Figure 1. Register map, names as in the netlist (run 1).
Other sequential cells in the stronger gray, the rest of the logic in the fainter gray.
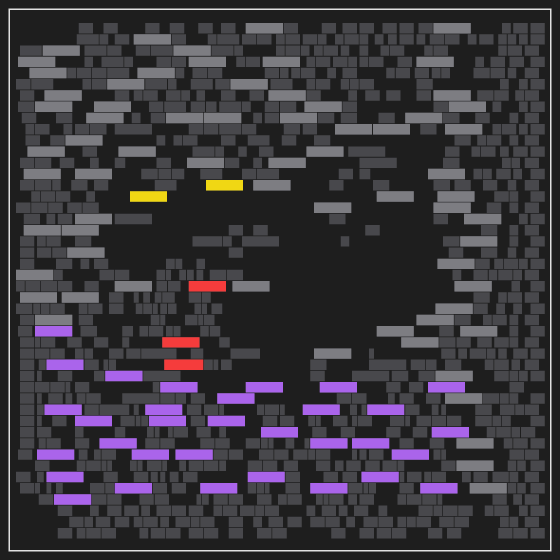
Figure 2. Cell sizes after repair (run 1).
The bar under the picture is 50 um long.
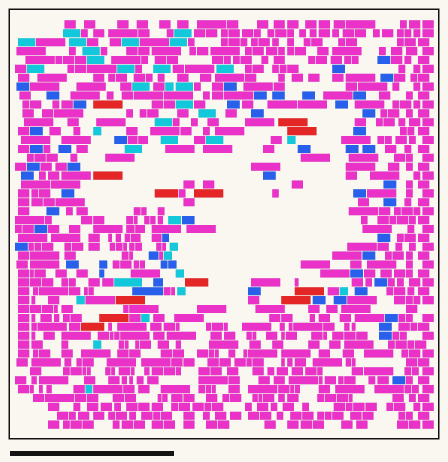
Figure 3. Clock nets (run 1).
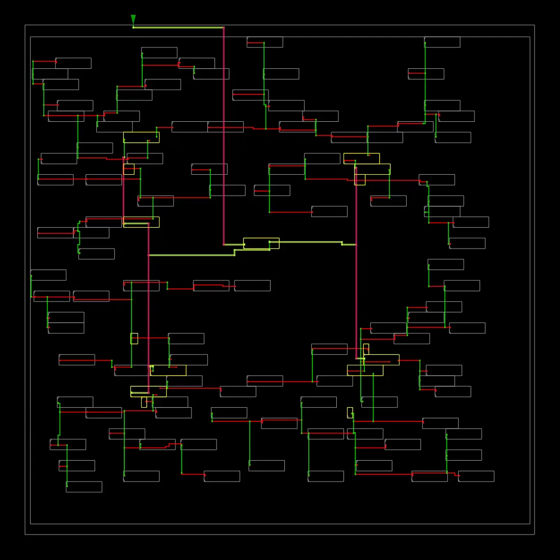
<file path="config.mk">
export PLATFORM = sky130hd
export DESIGN_NAME = mem_access_ctrl
export DESIGN_NICKNAME = d
export VERILOG_FILES = /design/src/rtl/mem_access_ctrl.sv
export SDC_FILE = /design/constraint.sdc
export NUM_CORES = 1
export LEC_CHECK = 0
export ABC_CLOCK_PERIOD_IN_PS = 3300
export CAP_MARGIN = 20
export CORE_UTILIZATION = 34
export CTS_CLUSTER_DIAMETER = 30
export CTS_CLUSTER_SIZE = 20
export DETAILED_ROUTE_END_ITERATION = 8
export GPL_ROUTABILITY_DRIVEN = 0
export HOLD_SLACK_MARGIN = 0.12
export PLACE_DENSITY = 0.78
export SLEW_MARGIN = 20
export SYNTH_ARGS = -nofsm -noshare
export SYNTH_HDL_FRONTEND = slang
export SYNTH_SLANG_ARGS = --single-unit
</file>
<file path="constraint.sdc">
create_clock -name clk -period 3.3 [get_ports clk]
set_input_delay 0.495 -clock clk [delete_from_list [all_inputs] [get_ports clk]]
set_output_delay 0.495 -clock clk [all_outputs]
set_load 0.01 [all_outputs]
</file>
<file path="src/rtl/mem_access_ctrl.sv">
// Memory access controller: routes pipeline loads/stores through a cache and backing memory.
// Optional build macro MEM_ACCESS_CTRL_PERF_EN adds cache hit/miss counters.
module mem_access_ctrl #(
    parameter int ADDRSIZE = 32,
    parameter int DATASIZE = 32
) (
    input  logic                clk,
    input  logic                rst,
    input  logic                req_valid,
    input  logic                req_we,
    input  logic [ADDRSIZE-1:0] req_addr,
    input  logic [DATASIZE-1:0] req_wdata,
    input  logic [1:0]          req_len,
    input  logic                req_sign,
    output logic                stall,
    output logic                resp_valid,
    output logic [DATASIZE-1:0] resp_rdata,
    output logic                c_read,
    output logic                c_write,
    output logic                c_evict,
    output logic [ADDRSIZE-1:0] c_addr,
    output logic [ADDRSIZE-1:0] c_evaddr,
    output logic [DATASIZE-1:0] c_evdata,
    input  logic                c_done,
    input  logic                c_hit,
    input  logic [DATASIZE-1:0] c_dataout,
    output logic                m_read,
    output logic                m_write,
    output logic                m_sign,
    output logic [1:0]          m_len,
    output logic [ADDRSIZE-1:0] m_addr,
    output logic [DATASIZE-1:0] m_wdata,
    input  logic                m_ready,
`ifdef MEM_ACCESS_CTRL_PERF_EN
    output logic [31:0]         perf_hits,
    output logic [31:0]         perf_misses,
`endif
    input  logic [DATASIZE-1:0] m_rdata
);

    typedef enum logic [2:0] {IDLE, LOOKUP, MEMRD, FILL, MEMWR, RESP} state_t;

    state_t                state, nextState;
    logic [ADDRSIZE-1:0]   addrQ;
    logic [DATASIZE-1:0]   wdataQ;
    logic [DATASIZE-1:0]   rdataQ;
    logic [1:0]            lenQ;
    logic                  signQ;
    logic                  weQ;
    logic                  evictDone;
    logic                  latchReq;
    logic                  capCache;
    logic                  capMem;
    logic                  missEvt;
    logic                  lenIsWord;

    assign lenIsWord  = (lenQ == 2'b00) || (lenQ == 2'b11);
    assign resp_rdata = rdataQ;

    always_ff @(posedge clk or posedge rst) begin
        if (rst) begin
            state     <= IDLE;
            addrQ     <= '0;
            wdataQ    <= '0;
            rdataQ    <= '0;
            lenQ      <= '0;
            signQ     <= 1'b0;
            weQ       <= 1'b0;
            evictDone <= 1'b0;
        end else begin
            state     <= nextState;
            // Low only on the first FILL cycle, which is the single evict pulse.
            evictDone <= (state == FILL);
            if (latchReq) begin
                addrQ  <= req_addr;
                wdataQ <= req_wdata;
                lenQ   <= req_len;
                signQ  <= req_sign;
                weQ    <= req_we;
            end
            if (capCache) begin
                rdataQ <= c_dataout;
            end else if (capMem) begin
                rdataQ <= m_rdata;
            end
        end
    end

    always_comb begin
        nextState  = state;
        stall      = 1'b1;
        resp_valid = 1'b0;
        c_read     = 1'b0;
        c_write    = 1'b0;
        c_evict    = 1'b0;
        c_addr     = '0;
        c_evaddr   = '0;
        c_evdata   = '0;
        m_read     = 1'b0;
        m_write    = 1'b0;
        m_sign     = 1'b0;
        m_len      = 2'b00;
        m_addr     = '0;
        m_wdata    = '0;
        latchReq   = 1'b0;
        capCache   = 1'b0;
        capMem     = 1'b0;
        missEvt    = 1'b0;
        case (state)
            IDLE: begin
                stall = req_valid;
                if (req_valid) begin
                    latchReq = 1'b1;
                    // Sub-word loads skip the cache and go straight to memory.
                    if (req_we || req_len == 2'b00 || req_len == 2'b11) begin
                        nextState = LOOKUP;
                    end else begin
                        nextState = MEMRD;
                    end
                end
            end
            LOOKUP: begin
                c_read  = !weQ;
                c_write = weQ;
                c_addr  = addrQ;
                if (c_done) begin
                    if (weQ) begin
                        nextState = MEMWR;
                    end else if (c_hit) begin
                        capCache  = 1'b1;
                        nextState = RESP;
                    end else begin
                        missEvt   = 1'b1;
                        nextState = MEMRD;
                    end
                end
            end
            MEMRD: begin
                m_read = 1'b1;
                m_addr = addrQ;
                m_len  = lenQ;
                m_sign = signQ;
                if (m_ready) begin
                    capMem    = 1'b1;
                    nextState = lenIsWord ? FILL : RESP;
                end
            end
            FILL: begin
                c_evict  = !evictDone;
                c_addr   = addrQ;
                c_evaddr = addrQ;
                c_evdata = rdataQ;
                if (evictDone && c_done) begin
                    nextState = RESP;
                end
            end
            MEMWR: begin
                m_write = 1'b1;
                m_addr  = addrQ;
                m_len   = lenQ;
                m_wdata = wdataQ;
                if (m_ready) begin
                    nextState = IDLE;
                end
            end
            RESP: begin
                resp_valid = 1'b1;
                nextState  = IDLE;
            end
            default: begin
                nextState = IDLE;
            end
        endcase
    end

`ifdef MEM_ACCESS_CTRL_PERF_EN
    // Counters wrap naturally at 2^32.
    always_ff @(posedge clk or posedge rst) begin
        if (rst) begin
            perf_hits   <= '0;
            perf_misses <= '0;
        end else begin
            if (capCache) perf_hits <= perf_hits + 32'd1;
            if (missEvt)  perf_misses <= perf_misses + 32'd1;
        end
    end
`endif

endmodule
</file>
==> changes_impl.md, run 1 <==
## Implementation

- Layout fillers: 1383
- Total number of vias: 4949
- Status: finished, final reports clean
- Max-area cell share: 46.1%
- Max_cap viols: 0
- CP required: 2800 ps
- Cell Type Count: 34
- NumNets Final: 975
- Die area: 0.0171 mm2
- Core Util at FP: 35.2%
- Setup bufs post-CTS: 0
- Area leader, netlist: dfrtp_1
- Top cell excl fill/tap: clkdlybuf4s50_1
- Clock skew: 5.99 ps
- Post-synthesis net count: 659
- Count of tool warnings: 26
- CTS tree: yes
- Area of the mapped netlist: 0.00565 mm2
- Crit-path leading delay family: buffers and inverters
- RSZ-0062 raised after global routing: no
- Ys Warns: 0
- Synth flops: 104
- Reg clk slew, reported paths: 70 ps
- I/O Buffers: 339
- Global-route wire length before repair: 25800 um
- Leakage: 3.91 nW
- GRT Overall Usage: 19.8%
- Root Driver: clkbuf_16
- Share of cells above drive strength 1: 12.1%
- Site Rows: 46
- IO Pins: 340
- CP max stage delay: 610 ps
- DRT iter0 DRCs: 195
- CP Capture Type: output pin
- Number of diodes: 0
- Final period utilization: 89.4%
- Antenna-violating nets left: 0
- Worst Path Class, Setup: reg -> out
- CP max stage cell: dfrtp_1
- Die Width: 131 um
- Ys cells: 521
## Picture notes: Figure 1
yellow -> lenQ  # flops 2
red -> state  # flops 3
purple -> resp_rdata  # flops 32, where a band across the bottom
not colored = 67
fraction of area in registers: 27.7%
FF+latch area: 0.00260 mm2
final core utilization: 58.6%

## Picture notes: Figure 2
blue -> _2 cells  # cells 56, share 6.7%
magenta -> _0 and _1 cells  # cells 739, share 88%
red -> _6 and larger  # cells 12, share 1.4%
cyan -> _3 and _4 cells  # cells 34, share 4.0%
Repair and plain buffers: 351
Worst Slack Setup Final: 351 ps
fin area: 0.00940 mm2
Area growth syn-to-layout: 66.5%

## Picture notes: Figure 3
Sink Count: 104
cts bufs inserted: 9
registers: 104
clk_lat worst skew: 340 ps

-- run 1: cells in the mapped netlist, drive strengths merged --
library cell and count:
nor3 4, or2 1, o21ai 34, and2b 1, mux2 68, xnor2 2
a211oi 1, buf 23, nor2 5, nor4b 1, nor4 1, o22ai 1
a41o 1, or3 1, a21oi 6, nor2b 2, mux2i 32, nand2 34
o32ai 1, clkbuf 23, and3 70, inv 2, nand2b 3, o22a 2
dfrtp 104, and2 98
-- run 1: cell type report --
cell class                 instances  area (um2)  area share (%)
tap                              216         270            2.87
clock inverter                     3        20.0           0.213
multi-input combinational        369        2740            29.2
clock buffer                      12         236            2.51
inverter                           2        10.0           0.106
timing repair buffer             351        3520            37.4
sequential                       104        2600            27.7
-- run 1: logic make-up after synthesis --
kind of cell	count (synthesis)	synth area share (%)
multiplexers	100	20.6
AND/OR/NAND/NOR	221	23.1
XOR/XNOR	2	0.310
AND-OR/OR-AND	46	4.50
buffers and inverters	48	5.43
flip-flops	104	46.1
-- run 1: flip-flops by register name (all words and copies together) (netlist names) --
name        cells
weQ             1
state           3
addrQ          32
signQ           1
evictDone       1
resp_rdata     32
lenQ            2
wdataQ         32
-- run 1: metal layers --
metal  vias to the layer above  share of wire (%)  routed length (um)  GRT usage (%)
met5                         -                  0                   0              0
li1                       2407                  -                   -              -
met2                       193                 50                8840           34.6
met4                         0                2.4                 416           7.03
met1                      2323                 40                7060           23.8
met3                        26                7.4                1300           4.68
-- run 1: path summary, 6_finish.rpt --
kind	from	to	slack, ps	cells after the start
setup / recovery	state[0]	c_evaddr[30]	350	4
hold / removal	rst	resp_rdata[19]	370	2
setup reg to reg	state[1]	resp_rdata[10]	1170	5
hold reg to reg	wdataQ[21]	wdataQ[21]	500	1
max in group asynchronous	rst	addrQ[20]	2240	3
min in group clk	wdataQ[21]	wdataQ[21]	500	1
-- run 1: metrics by stage --
| stage | area [um2] | util (%) | instances | power, W | hold slack [ps] |
|---|---|---|---|---|---|
| 2_1_floorplan | 5650 | - | 521 | 0.00429 | 472 |
| 3_3_place_gp | 9150 | 57.0 | 1042 | 0.00608 | 481 |
| 5_1_grt | 9400 | 58.6 | 1057 | 0.00755 | 365 |
| 3_5_place_dp | 9150 | 57.0 | 1042 | 0.00618 | 487 |
| 6_report | 9400 | 58.6 | 1057 | 0.00708 | 369 |
| 4_1_cts | 9400 | 58.6 | 1057 | 0.00717 | 356 |
-- run 1: power breakdown --
group,total [W],switching (W),internal (W)
combinational,0.00365,0.00146,0.00219
clock,0.000969,0.000461,0.000508
sequential,0.00245,0.000542,0.00191
==> run 1 -> run 2 <==
Settings changed: CORE_MARGIN from default to 3.
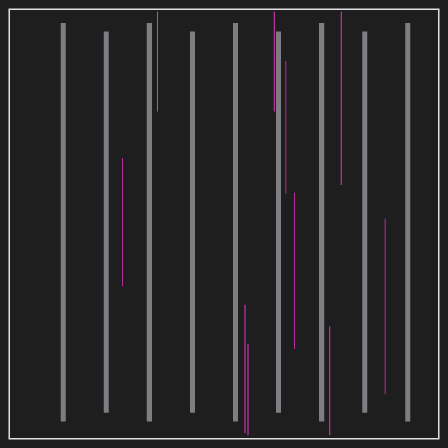
Figure 4: run 2, signal wires on met4.
Supply wires on this layer in gray.
nets with wire on the layer = 8
wire length on this layer = 405 um
share of all routed wire = 2.2%
total number of vias: 4983
total length of routed wires: 18100 um

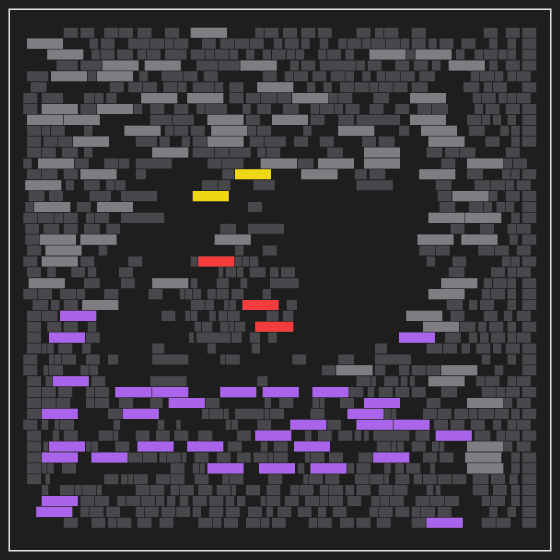
Figure 5: run 2, register map, names as in the netlist.
Other sequential cells in the stronger gray, the rest of the logic in the fainter gray.
red -> state  # flops 3
purple -> resp_rdata  # flops 32, where a band across the bottom
yellow -> lenQ  # flops 2
not colored = 67
final core utilization: 59.1%
fraction of area in registers: 27.4%
Power Sequential: 0.00246 W

==> run 2 against run 1 <==
  * Count of clock-buffer cells in the layout is 3 lower
  * Die size is 6.2% higher
  * Setup slack worse by 22 ps
  * First-iteration DRC count is 15% lower
  * Critical path depth is 2 higher
  * Sequential cell count stayed put
  * Synthesized area stayed put
  * Clock power is 22% higher
  * Clock skew is 2.4 ps higher
  * Register-to-register slack worse by 400 ps
  * Wire length is 3.0% higher
  * Sequential power hardly changed
  * Largest cell class unchanged
  * Largest power group unchanged
==> changes_impl.md, run 2 <==
## Implementation

- Status: finished, final reports clean
- Post-synth top cells: 104 x dfrtp_1, 98 x and2_1, 69 x and3_1, 48 x mux2_2, 34 x nand2_1
- WP depth: 6 (+2)
- Crit. Startpoint: state[1]
- Sequential share of power: 33.8% (-0.9 points)
- CP Capture Type: output pin
- Final period utilization: 90.0% (+0.66 points)
- Synth top cell by count: dfrtp_1
- Main synth FF type: dfrtp_1
- NumNets Final: 979 (+0.41%)
- Ys async rst share: 100% (unchanged)
- Ys cells: 521 (unchanged)
- Sink Count: 104 (unchanged)
- Ys Warns: 0 (unchanged)
- DRT iter0 DRCs: 165 (-15%)
- Setup bufs post-CTS: 0 (unchanged)
- Antenna-violating nets left: 0 (unchanged)
- Met3 wire len: 1380 um (+6.8%)
- Clock share of power: 16.2% (+2.5 points)
- Post-Route M1 WL: 7260 um (+2.8%)
- Reg-to-reg endpoint: resp_rdata[4]
- Comb pwr share: 50.0% (-1.7 points)
- Worst Slack Setup Final: 329 ps (-21.8 ps)
- Crit-path leading delay family: buffers and inverters
- R2R Setup Slk: 770 ps (-400 ps)
- Crit path to: m_addr[17]
- Worst Path Class, Setup: reg -> out
- GRT Overall Usage: 19.3% (-0.55 points)
- Clk_lat worst skew: 350 ps (about the same)
- Synth flops: 104 (unchanged)
- Max_cap viols: 0 (unchanged)
- Die Width: 135 um (+3.1%)
- Site Rows: 46 (unchanged)
- Share of cells above drive strength 1: 13.0% (+0.87 points)
- Cell Int Power: 0.00477 W (+3.5%)
- Psw: 0.00251 W (+1.6%)
- RSZ-0062 raised after global routing: no
- Top cell excl fill/tap: clkdlybuf4s50_1
- Cts bufs inserted: 9 (unchanged)
- Root Driver: clkbuf_16
- Leakage: 3.96 nW (+1.4%)
- Area growth syn-to-layout: 68.1%
- I/O Buffers: 339 (unchanged)
- Core Util at FP: 35.2% (unchanged)
- CP max stage delay: 630 ps (+20 ps)
- Metal2 WL: 9090 um (+2.8%)
- Area of the mapped netlist: 0.00565 mm2 (unchanged)
- Total Power: 0.00728 W (+2.8%)
- Cell Type Count: 34 (unchanged)
- Layout fillers: 1366 (-1.2%)
- CP required: 2800 ps (about the same)
==> run 2: power groups by stage <==
stage	sequential (W)	combinational, W	clock (W)
after floorplan	0.00232	0.00196	0
after global placement	0.00247	0.00362	0
after detailed placement	0.00249	0.00368	0
after CTS	0.00247	0.00369	0.00122
after global routing	0.00257	0.00393	0.00126
final	0.00246	0.00364	0.00118
==> run 2: kinds of logic after synthesis <==
| kind of cell | Yosys count | share of synthesized area, % |
|---|---|---|
| DFF | 104 | 46.1 |
| and+or+nand+nor | 221 | 23.1 |
| muxes | 100 | 20.6 |
| xor gates and xnor gates | 2 | 0.310 |
| buffers and inverters | 48 | 5.43 |
| AOI/OAI and AO/OA | 46 | 4.50 |
==> run 2: area by class of cell <==
type	instances	area [um2]	share of cell area, %
repair buffers	355	3540	37.3
multi-input cells	369	2740	28.9
flip-flops and latches	104	2600	27.4
well taps	216	270	2.85
clock buffers	9	225	2.37
clock inverters	7	103	1.08
inverters	2	10.0	0.105
==> run 2: routing by layer <==
metal  vias to the layer above  GRT usage, %
met1                      2357          23.0
met5                         -             0
met3                        23          5.48
met4                         0          6.67
met2                       190          33.4
li1                       2413             -
==> run 2: worst min-delay path by stage <==
stage	startpoint	to	slack, ps	cells after the start
2_1_floorplan	wdataQ[17]	wdataQ[17]	470	1
3_3_place_gp	wdataQ[27]	wdataQ[27]	480	1
3_5_place_dp	wdataQ[9]	wdataQ[9]	490	1
4_1_cts	wdataQ[23]	wdataQ[23]	510	1
5_1_grt	wdataQ[20]	wdataQ[20]	510	1
6_report	wdataQ[23]	wdataQ[23]	500	1
==> run 2: through the flow <==
step / instance area [um2] / std cells / hold slack (ps)
3_5_place_dp: 9170 / 1046 / 486
2_1_floorplan: 5650 / 521 / 472
3_3_place_gp: 9170 / 1046 / 481
5_1_grt: 9490 / 1062 / 514
4_1_cts: 9490 / 1062 / 506
6_report: 9490 / 1062 / 502
==> run 2: worst register-to-register path: stages, from the launching register on <==
cell and delay, ps:
dfrtp_2 750, buf_4 460, and3_2 640, buf_12 250
mux2i_1 220, o21ai_1 70
==> run 2 -> run 3 <==
Settings changed: CAP_MARGIN 20 to default, CORE_MARGIN 3 to default.
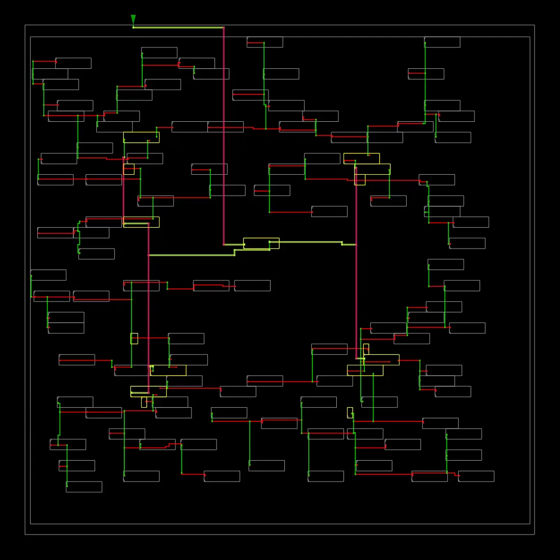
Figure 6: run 3, clock nets.
clock group power: 0.000969 W
clock skew: 5.99 ps
clkbuf count: 12

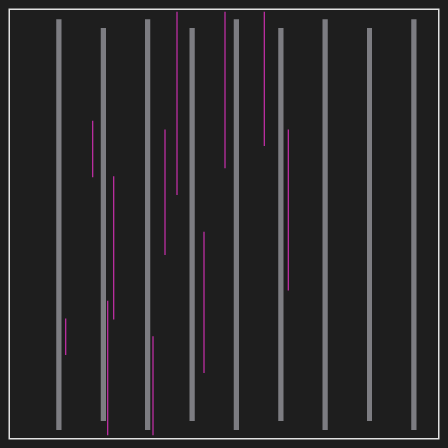
Figure 7: run 3, signal wires on met4.
Supply wires on this layer in gray.
main direction = vertical
share of all routed wire = 2.4%
longest straight run = 55.8 um
wire length on this layer = 416 um
total number of vias: 4949
total length of routed wires: 17600 um

==> run 3 against run 2 <==
  * Core utilization decreased by 0.55 points
  * Synthesized area stayed put
  * Wire length down 2.9%
  * Cell area down 0.94%
  * Sequential power hardly changed
  * Critical path depth is 2 lower
  * Worst hold slack got worse by 130 ps
  * Combinational power about the same
  * Clock skew down 2.4 ps
  * Sequential cell count unchanged
==> changes_impl.md, run 3 <==
## Implementation

- I/O Buffers: 339 (unchanged)
- Cell count after synthesis: 521
- Area of the mapped netlist: 0.00565 mm2 (unchanged)
- Cts bufs inserted: 9 (unchanged)
- Max-area cell share: 46.1%
- Root Driver: clkbuf_16
- Core Footprint: 0.0161 mm2
- CP max stage delay: 610 ps (-20 ps)
- Vias per std cell: 4.68
- IO Pins: 340
- Antenna-violating nets left: 0 (unchanged)
- Final period utilization: 89.4% (-0.66 points)
- Reg clk slew, reported paths: 70 ps
- Ys Warns: 0 (unchanged)
- DRT iter0 DRCs: 195 (+18%)
- First-pass DRT Iterations: 4
- # hold bufs at CTS: 0
- Top cell excl fill/tap: clkdlybuf4s50_1
- Worst Tran Pin Value: 638 ps
- Status: finished, final reports clean
- HP Class: in -> async
- Clk_lat worst skew: 340 ps (about the same)
- CP Capture Type: output pin
- Final setup violating endpoints: 0
- Top cells by area: dfrtp_1 46%, and2_1 11%, mux2_2 9.6%, and3_1 7.6%, mux2i_1 5.7%
- Synth flops: 104 (unchanged)
- Final setup TNS: 0 ps
- Post-synth top cells: 104 x dfrtp_1, 98 x and2_1, 69 x and3_1, 48 x mux2_2, 34 x nand2_1
- Fin area: 0.00940 mm2 (-0.94%)
- Slew Limit Fails: 0
- Count of tool warnings: 26
- Largest net degree at the start of global routing: 82
- Post_cts resized: 0
- Share of cells above drive strength 1: 12.1% (-0.87 points)
- Slew margin rel.: 57.4%
- Crit. Startpoint: state[0]
- CP required: 2800 ps (about the same)
- Cell Type Count: 34 (unchanged)
- Post-synthesis net count: 659
- Worst-case clock buffer depth: 2
- CP startpoint kind: register
- Area growth syn-to-layout: 66.5%
- Hold Fails Final Rpt: 0
- NumNets Final: 975 (-0.41%)
- Worst Path Class, Setup: reg -> out
- Syn avg cell area: 10.8 um2
- Layout fillers: 1383 (+1.2%)
- Global-route wire length before repair: 25800 um
- Die Width: 131 um (-3.0%)
- Max VDD drop: 0.000345 V
- Leakage: 3.91 nW (-1.3%)
- DRC Markers: 0
- Ys async rst share: 100% (unchanged)
- Die area: 0.0171 mm2
- Register area share after synthesis: 46.1%
- Most frequent cells in the layout: 339 x clkdlybuf4s50_1, 103 x dfrtp_1, 98 x and2_1
- Crit Path Max Fanout: 81
- Reg-to-reg endpoint: resp_rdata[10]
- Post-synth EDFFs: 0
- Initial antenna violation count: 0
- GRT Overall Usage: 19.8% (+0.55 points)
- H-tree depth: 3
- Placed cell areas: 0.00915 mm2 (-0.19%)
- Worst reg2reg startpoint: state[1]
- Power Dens Cells: 752 mW/mm2
- RSZ-0062 raised after global routing: no
- Fmax: 339 MHz
- Max_cap viols: 0 (unchanged)
- CP Data Arrival Time: 2450 ps
- Vias in the first global route: 4636
- Setup bufs post-CTS: 0 (unchanged)
- Ys cells: 521 (unchanged)
- Yosys chip area: 0.00565 mm2
- Site Rows: 46 (unchanged)
- Synth top cell by count: dfrtp_1
- Sink Count: 104 (unchanged)
- Dpl hpwl: 13200 um
- R2R Setup Slk: 1170 ps (+400 ps)
- Core Util at FP: 35.2% (unchanged)
- GRT overflow: 0
- Worst R2R Path Depth: 5
- Cell Chain, Critical Path: and2b_2, buf_12, and3_1, clkdlybuf4s50_1
- Average wire per standard cell: 16.7 um
- Number of diodes: 0
- CTS tree: yes
- Main synth FF type: dfrtp_1
- Die Y: 131 um
run 3: cell counts after synthesis:
Identical to the previous run, type by type.
run 3: kinds of logic after synthesis:
kind of cell    share of synthesized area, %
flops                                   46.1
compound gates                          4.50
buf+inv                                 5.43
xor+xnor                               0.310
simple gates                            23.1
mux                                     20.6
run 3: power by group:
group | internal [W] | switching [W] | total [W]
Clock | 0.000508 | 0.000461 | 0.000969
Sequential | 0.00191 | 0.000542 | 0.00245
Combinational | 0.00219 | 0.00146 | 0.00365
Total | 0.00461 | 0.00247 | 0.00708
run 3: how the worst max path moves through the flow:
| stage | to | depth (start not counted) |
|---|---|---|
| 3_5_place_dp | m_len[0] | 6 |
| 2_1_floorplan | addrQ[0] | 1 |
| 5_1_grt | c_evaddr[26] | 4 |
| 4_1_cts | c_evaddr[30] | 4 |
| 3_3_place_gp | m_len[1] | 6 |
| 6_report | c_evaddr[30] | 4 |
run 3: cell type report:
class	count	area [um2]	share of cell area, %
clock buffer	12	236	2.51
clock inverter	3	20.0	0.213
inverter	2	10.0	0.106
multi-input combinational	369	2740	29.2
sequential	104	2600	27.7
tap	216	270	2.87
timing repair buffer	351	3520	37.4
run 3: per-layer routing:
metal  up-vias  share of wire [%]  GRT usage, %
li1       2407                  -             -
met1      2323                 40          23.8
met2       193                 50          34.6
met3        26                7.4          4.68
met4         0                2.4          7.03
met5         -                  0             0
run 3: per-stage QoR:
step           worst slack, ps  std cells  util (%)  total power, W  hold WS [ps]
6_report                   351       1057      58.6         0.00708           369
5_1_grt                    242       1057      58.6         0.00755           365
4_1_cts                    342       1057      58.6         0.00717           356
3_5_place_dp               723       1042      57.0         0.00618           487
3_3_place_gp               708       1042      57.0         0.00608           481
2_1_floorplan             72.8        521         -         0.00429           472
run 3: worst max-delay path, delay by kind of cell (launching register included):
| family | cells | cell delay, ps |
|---|---|---|
| buf+inv | 2 | 820 |
| simple gates | 2 | 630 |
| flops | 1 | 610 |
Power and IR drop assume default switching activity.
